[src/rtl/uart_transmitter_if.sv]
`default_nettype none
// ============================================================================
// uart_transmitter_if : host handshake, frame config and line outputs of the
//                       UART transmitter
// Revision: 1.0
// ============================================================================
interface uart_transmitter_if;
  logic       tx_start;
  logic [7:0] data_in;
  logic       parity_en;
  logic       two_stop_bits;
  logic [1:0] word_length;
  logic       tx;
  logic       tx_ready;
  logic       tx_done;

  modport master (
    output tx_start, data_in, parity_en, two_stop_bits, word_length,
    input  tx, tx_ready, tx_done
  );

  modport slave (
    input  tx_start, data_in, parity_en, two_stop_bits, word_length,
    output tx, tx_ready, tx_done
  );
endinterface
`default_nettype wire

[src/rtl/uart_transmitter.sv]
`default_nettype none
// ============================================================================
// uart_transmitter : serialises one byte per handshake into an async frame
//                    (start, 5-8 data LSB first, optional even parity, 1-2 stop)
// Revision: 1.0
// ============================================================================
module uart_transmitter #(
  parameter int DATA_WIDTH = 8,
  parameter int CLK_FREQ   = 100_000_000,
  parameter int BAUD_RATE  = 9600
) (
  input  logic              clk,
  input  logic              rstn,
  uart_transmitter_if.slave bus
);

  localparam int BAUD_CYCLES = CLK_FREQ / BAUD_RATE;
  localparam int BAUD_W      = (BAUD_CYCLES > 1) ? $clog2(BAUD_CYCLES) : 1;
  localparam logic [BAUD_W-1:0] BAUD_LAST = BAUD_W'(BAUD_CYCLES - 1);
  localparam logic [BAUD_W-1:0] BAUD_ONE  = BAUD_W'(1);

  localparam logic [2:0] S_IDLE   = 3'd0;
  localparam logic [2:0] S_START  = 3'd1;
  localparam logic [2:0] S_DATA   = 3'd2;
  localparam logic [2:0] S_PARITY = 3'd3;
  localparam logic [2:0] S_STOP1  = 3'd4;
  localparam logic [2:0] S_STOP2  = 3'd5;

  logic [2:0]            state_q, state_d;
  logic [BAUD_W-1:0]     baud_q, baud_d;
  logic [2:0]            bit_q, bit_d;
  logic [DATA_WIDTH-1:0] shift_q, shift_d;
  logic [1:0]            wlen_q, wlen_d;
  logic                  par_en_q, par_en_d;
  logic                  two_stop_q, two_stop_d;
  logic                  par_q, par_d;
  logic                  tx_q, tx_d;
  logic                  done_q, done_d;

  logic                  bit_end;
  logic                  last_data;
  logic [7:0]            len_mask;

  assign bit_end   = (baud_q == BAUD_LAST);
  // Index of the final data bit is N-1 = 4 + word_length.
  assign last_data = (bit_q == {1'b1, wlen_q});

  always_comb begin
    len_mask = 8'hFF;
    case (bus.word_length)
      2'b00:   len_mask = 8'h1F;
      2'b01:   len_mask = 8'h3F;
      2'b10:   len_mask = 8'h7F;
      default: len_mask = 8'hFF;
    endcase
  end

  always_comb begin
    state_d    = state_q;
    baud_d     = (state_q == S_IDLE || bit_end) ? '0 : baud_q + BAUD_ONE;
    bit_d      = bit_q;
    shift_d    = shift_q;
    wlen_d     = wlen_q;
    par_en_d   = par_en_q;
    two_stop_d = two_stop_q;
    par_d      = par_q;
    tx_d       = tx_q;
    done_d     = 1'b0;

    // tx_d is the line level for the cycle after the coming edge.
    case (state_q)
      S_IDLE: begin
        tx_d = 1'b1;
        if (bus.tx_start) begin
          shift_d    = DATA_WIDTH'(bus.data_in);
          wlen_d     = bus.word_length;
          par_en_d   = bus.parity_en;
          two_stop_d = bus.two_stop_bits;
          par_d      = ^(bus.data_in & len_mask);
          bit_d      = 3'd0;
          baud_d     = '0;
          state_d    = S_START;
          tx_d       = 1'b0;
        end
      end
      S_START: begin
        if (bit_end) begin
          state_d = S_DATA;
          tx_d    = shift_q[0];
        end
      end
      S_DATA: begin
        if (bit_end) begin
          shift_d = shift_q >> 1;
          bit_d   = bit_q + 3'd1;
          if (!last_data) begin
            tx_d = shift_q[1];
          end else if (par_en_q) begin
            state_d = S_PARITY;
            tx_d    = par_q;
          end else begin
            state_d = S_STOP1;
            tx_d    = 1'b1;
          end
        end
      end
      S_PARITY: begin
        if (bit_end) begin
          state_d = S_STOP1;
          tx_d    = 1'b1;
        end
      end
      S_STOP1: begin
        if (bit_end) begin
          tx_d = 1'b1;
          if (two_stop_q) begin
            state_d = S_STOP2;
          end else begin
            state_d = S_IDLE;
            done_d  = 1'b1;
          end
        end
      end
      S_STOP2: begin
        if (bit_end) begin
          state_d = S_IDLE;
          done_d  = 1'b1;
          tx_d    = 1'b1;
        end
      end
      default: begin
        state_d = S_IDLE;
        tx_d    = 1'b1;
      end
    endcase
  end

  always_ff @(posedge clk or negedge rstn) begin
    if (!rstn) begin
      state_q    <= S_IDLE;
      baud_q     <= '0;
      bit_q      <= 3'd0;
      shift_q    <= '0;
      wlen_q     <= 2'b00;
      par_en_q   <= 1'b0;
      two_stop_q <= 1'b0;
      par_q      <= 1'b0;
      tx_q       <= 1'b1;
      done_q     <= 1'b0;
    end else begin
      state_q    <= state_d;
      baud_q     <= baud_d;
      bit_q      <= bit_d;
      shift_q    <= shift_d;
      wlen_q     <= wlen_d;
      par_en_q   <= par_en_d;
      two_stop_q <= two_stop_d;
      par_q      <= par_d;
      tx_q       <= tx_d;
      done_q     <= done_d;
    end
  end

  assign bus.tx       = tx_q;
  assign bus.tx_ready = (state_q == S_IDLE);
  assign bus.tx_done  = done_q;

endmodule
`default_nettype wire

[src/flat_wrapper.sv]
// flat-port wrapper written by rule: the top's interface ports become plain ports
module uart_transmitter_flat 
#(
  parameter int DATA_WIDTH = 8,
  parameter int CLK_FREQ   = 100_000_000,
  parameter int BAUD_RATE  = 9600
)
  (clk, rstn, bus_tx_start, bus_data_in, bus_parity_en, bus_two_stop_bits, bus_word_length, bus_tx, bus_tx_ready, bus_tx_done);
  uart_transmitter_if bus_i ();
  input  logic clk;
  input  logic rstn;
  input wire logic [$bits(bus_i.tx_start)-1:0] bus_tx_start;
  input wire logic [$bits(bus_i.data_in)-1:0] bus_data_in;
  input wire logic [$bits(bus_i.parity_en)-1:0] bus_parity_en;
  input wire logic [$bits(bus_i.two_stop_bits)-1:0] bus_two_stop_bits;
  input wire logic [$bits(bus_i.word_length)-1:0] bus_word_length;
  output wire logic [$bits(bus_i.tx)-1:0] bus_tx;
  output wire logic [$bits(bus_i.tx_ready)-1:0] bus_tx_ready;
  output wire logic [$bits(bus_i.tx_done)-1:0] bus_tx_done;
  assign bus_i.tx_start = bus_tx_start;
  assign bus_i.data_in = bus_data_in;
  assign bus_i.parity_en = bus_parity_en;
  assign bus_i.two_stop_bits = bus_two_stop_bits;
  assign bus_i.word_length = bus_word_length;
  assign bus_tx = bus_i.tx;
  assign bus_tx_ready = bus_i.tx_ready;
  assign bus_tx_done = bus_i.tx_done;
  uart_transmitter #(.DATA_WIDTH(DATA_WIDTH), .CLK_FREQ(CLK_FREQ), .BAUD_RATE(BAUD_RATE)) u_core (.clk(clk), .rstn(rstn), .bus(bus_i));
endmodule
[config.mk]
export PLATFORM = sky130hd
export DESIGN_NAME = uart_transmitter_flat
export DESIGN_NICKNAME = d
export VERILOG_FILES = /design/src/rtl/uart_transmitter_if.sv /design/src/rtl/uart_transmitter.sv /design/src/flat_wrapper.sv
export SDC_FILE = /design/constraint.sdc
export NUM_CORES = 1
export LEC_CHECK = 0
export ABC_AREA = 1
export CELL_PAD_IN_SITES_DETAIL_PLACEMENT = 1
export CELL_PAD_IN_SITES_GLOBAL_PLACEMENT = 1
export CORE_UTILIZATION = 47
export CTS_BUF_LIST = sky130_fd_sc_hd__clkbuf_4 sky130_fd_sc_hd__clkbuf_8
export DETAILED_ROUTE_END_ITERATION = 8
export PLACE_DENSITY_LB_ADDON = 0.1
export SLEW_MARGIN = 0
export SYNTH_ARGS = -nofsm -noshare
export SYNTH_HDL_FRONTEND = slang
export SYNTH_SLANG_ARGS = --single-unit
[constraint.sdc]
create_clock -name clk -period 4.8 [get_ports clk]
set_clock_uncertainty 0.2 [all_clocks]
set_input_delay 0.72 -clock clk [delete_from_list [all_inputs] [get_ports clk]]
set_output_delay 0.72 -clock clk [all_outputs]
set_load 0.05 [all_outputs]
Track usage over the die:
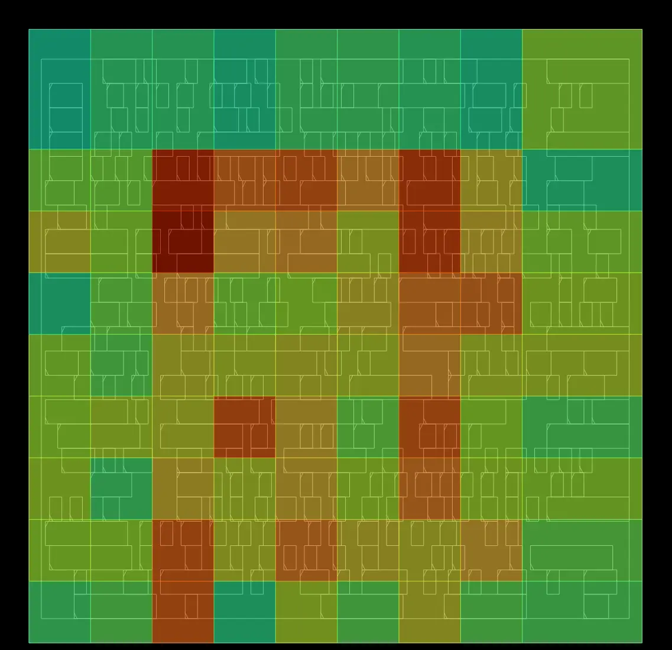
met3 usage: 0.0510
gr busiest metal: met2
Total GRT Usage: 0.234
met1 global-route usage: 0.310

Gate families picked out:
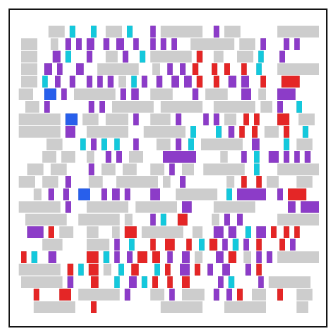
| colour | family | cells |
|---|---|---|
| cyan | inv cells | 34 |
| purple | nand cells | 109 |
| blue | non-inverting ao/oa cells | 3 |
| red | nor cells | 50 |

The metal 3 layer:
The bar under the picture is 20 µm long.
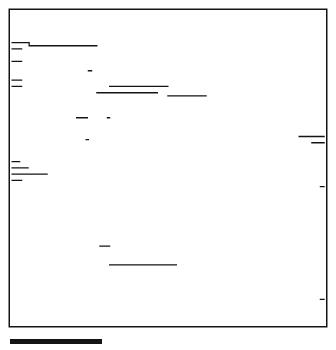
main direction: horizontal
wire length on this layer: 106 µm
nets with wire on the layer: 16
share of all routed wire: 2.2%

Sequential cells coloured by netlist name:
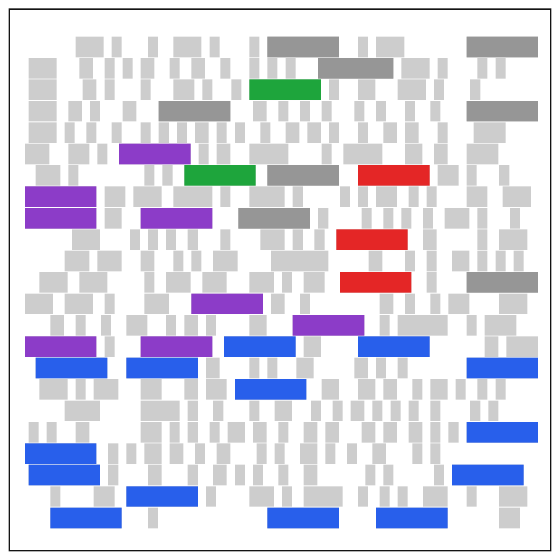
| colour | signal | placed flops |
|---|---|---|
| blue | u_core.baud_q | 14 |
| green | u_core.wlen_q | 2 |
| purple | u_core.shift_q | 8 |
| red | u_core.state_q | 3 |

==> summary.txt <==
flow finished, numbers: setup bufs post-CTS=0, CORE AREA=0.00412 mm², Commonest cells post-synth=77 x nand2_1, 34 x dfrtp_1, 34 x nor2_1, Static Leakage=1.15 nW, die area=0.00471 mm², fmax=349 MHz, Hold Path Sink=u_core.baud_q[0]$_DFF_PN0_, Worst Tran Pin Value=496 ps, Finished Layout Cells=345, Final ANT Viol Nets=0, Largest cells by area=dfrtp_1 41%, nand2_1 14%, nor2_1 6.1%, Design Power=0.571 mW, Comb. pwr=0.0432 mW, inverter count=34, Hold Path Stages=1, clk sinks=35, die width=68.6 µm, post-route design area=0.00238 mm², R2R setup slack=2900 ps, P_sw=0.133 mW, Post-CTS Hold Fix Bufs=0, top power group=registers, Seq/total area=0.369, Latency at later pin=290 ps, top comb family, area=simple AND/OR/NAND/NOR gates, WL/cell=14.2 µm, aoi share=0.0828, MaxCap Viol Count=0, area share, top type=0.408, post-place instance area=0.00228 mm², Root Buffer=clkbuf_8, area grow syn2layout=13.9%, Crit Path Class=reg -> out, RD Place Congestion=0.825, largest net degree at the start of global routing=36, cell count along the critical path=4, CP endpoint kind=output pin, bufs w/o clock=18, Flop area=877 µm², hold_sp=u_core.baud_q[0]$_DFF_PN0_, CTS resizes=0, most frequent cells in the layout=77 x nand2_1, 34 x nor2_1, 34 x dfrtp_1, Slew HR=0.668, # Cells Yosys=273, num rows=23, WL final=4.89 mm, HP Class=reg -> reg, Setup crit start kind=register, status=finished clean, Final Max Slew Viols=0, reg2reg path depth=7, CP Data Arrival Time=1940 ps, Clock buf/inv share=0.0384, Non-clock buffers, area share=0.0748, most common cell in the netlist=nand2_1, Die Ht=68.6 µm, Mapped Nets=290, fp util=0.507, Longest Clk Path Bufs=2, Synth Seq Share=0.421, post-layout util=0.577, Combinational Power Share=0.076, Top FF cell, synth=dfrtp_1, syn avg cell area=7.64 µm², final setup fails=0, PD cells=240 mW/mm², IO Port Bufs=17, Via-to-Cell Ratio=5.13, ys flops=35, FA/HA/MAJ Cells, Area Fraction=0.0120, Well Taps=50
## per-layer routing
layer  part of all wire  track usage  routed length, µm  vias up
met5                  0            0                  0        -
met4              0.013       0.0651                 63        0
met3              0.021       0.0510                105        8
met1               0.49        0.310               2420      838
met2               0.47        0.385               2300       23
li1                   -            -                  -      901
## through the flow
stage          hold slack, ps  worst slack, ps
5_1_grt                   296             1860
3_5_place_dp              262             2240
6_report                  273             1940
4_1_cts                   274             1920
2_1_floorplan             224             2950
3_3_place_gp              249             2290
## state kept, by name (all words and copies together), names as in the netlist, 2 cells and up
name and count:
u_core.shift_q 8, u_core.wlen_q 2, u_core.baud_q 14, u_core.bit_q 3, u_core.state_q 3
Power and IR drop assume default switching activity.
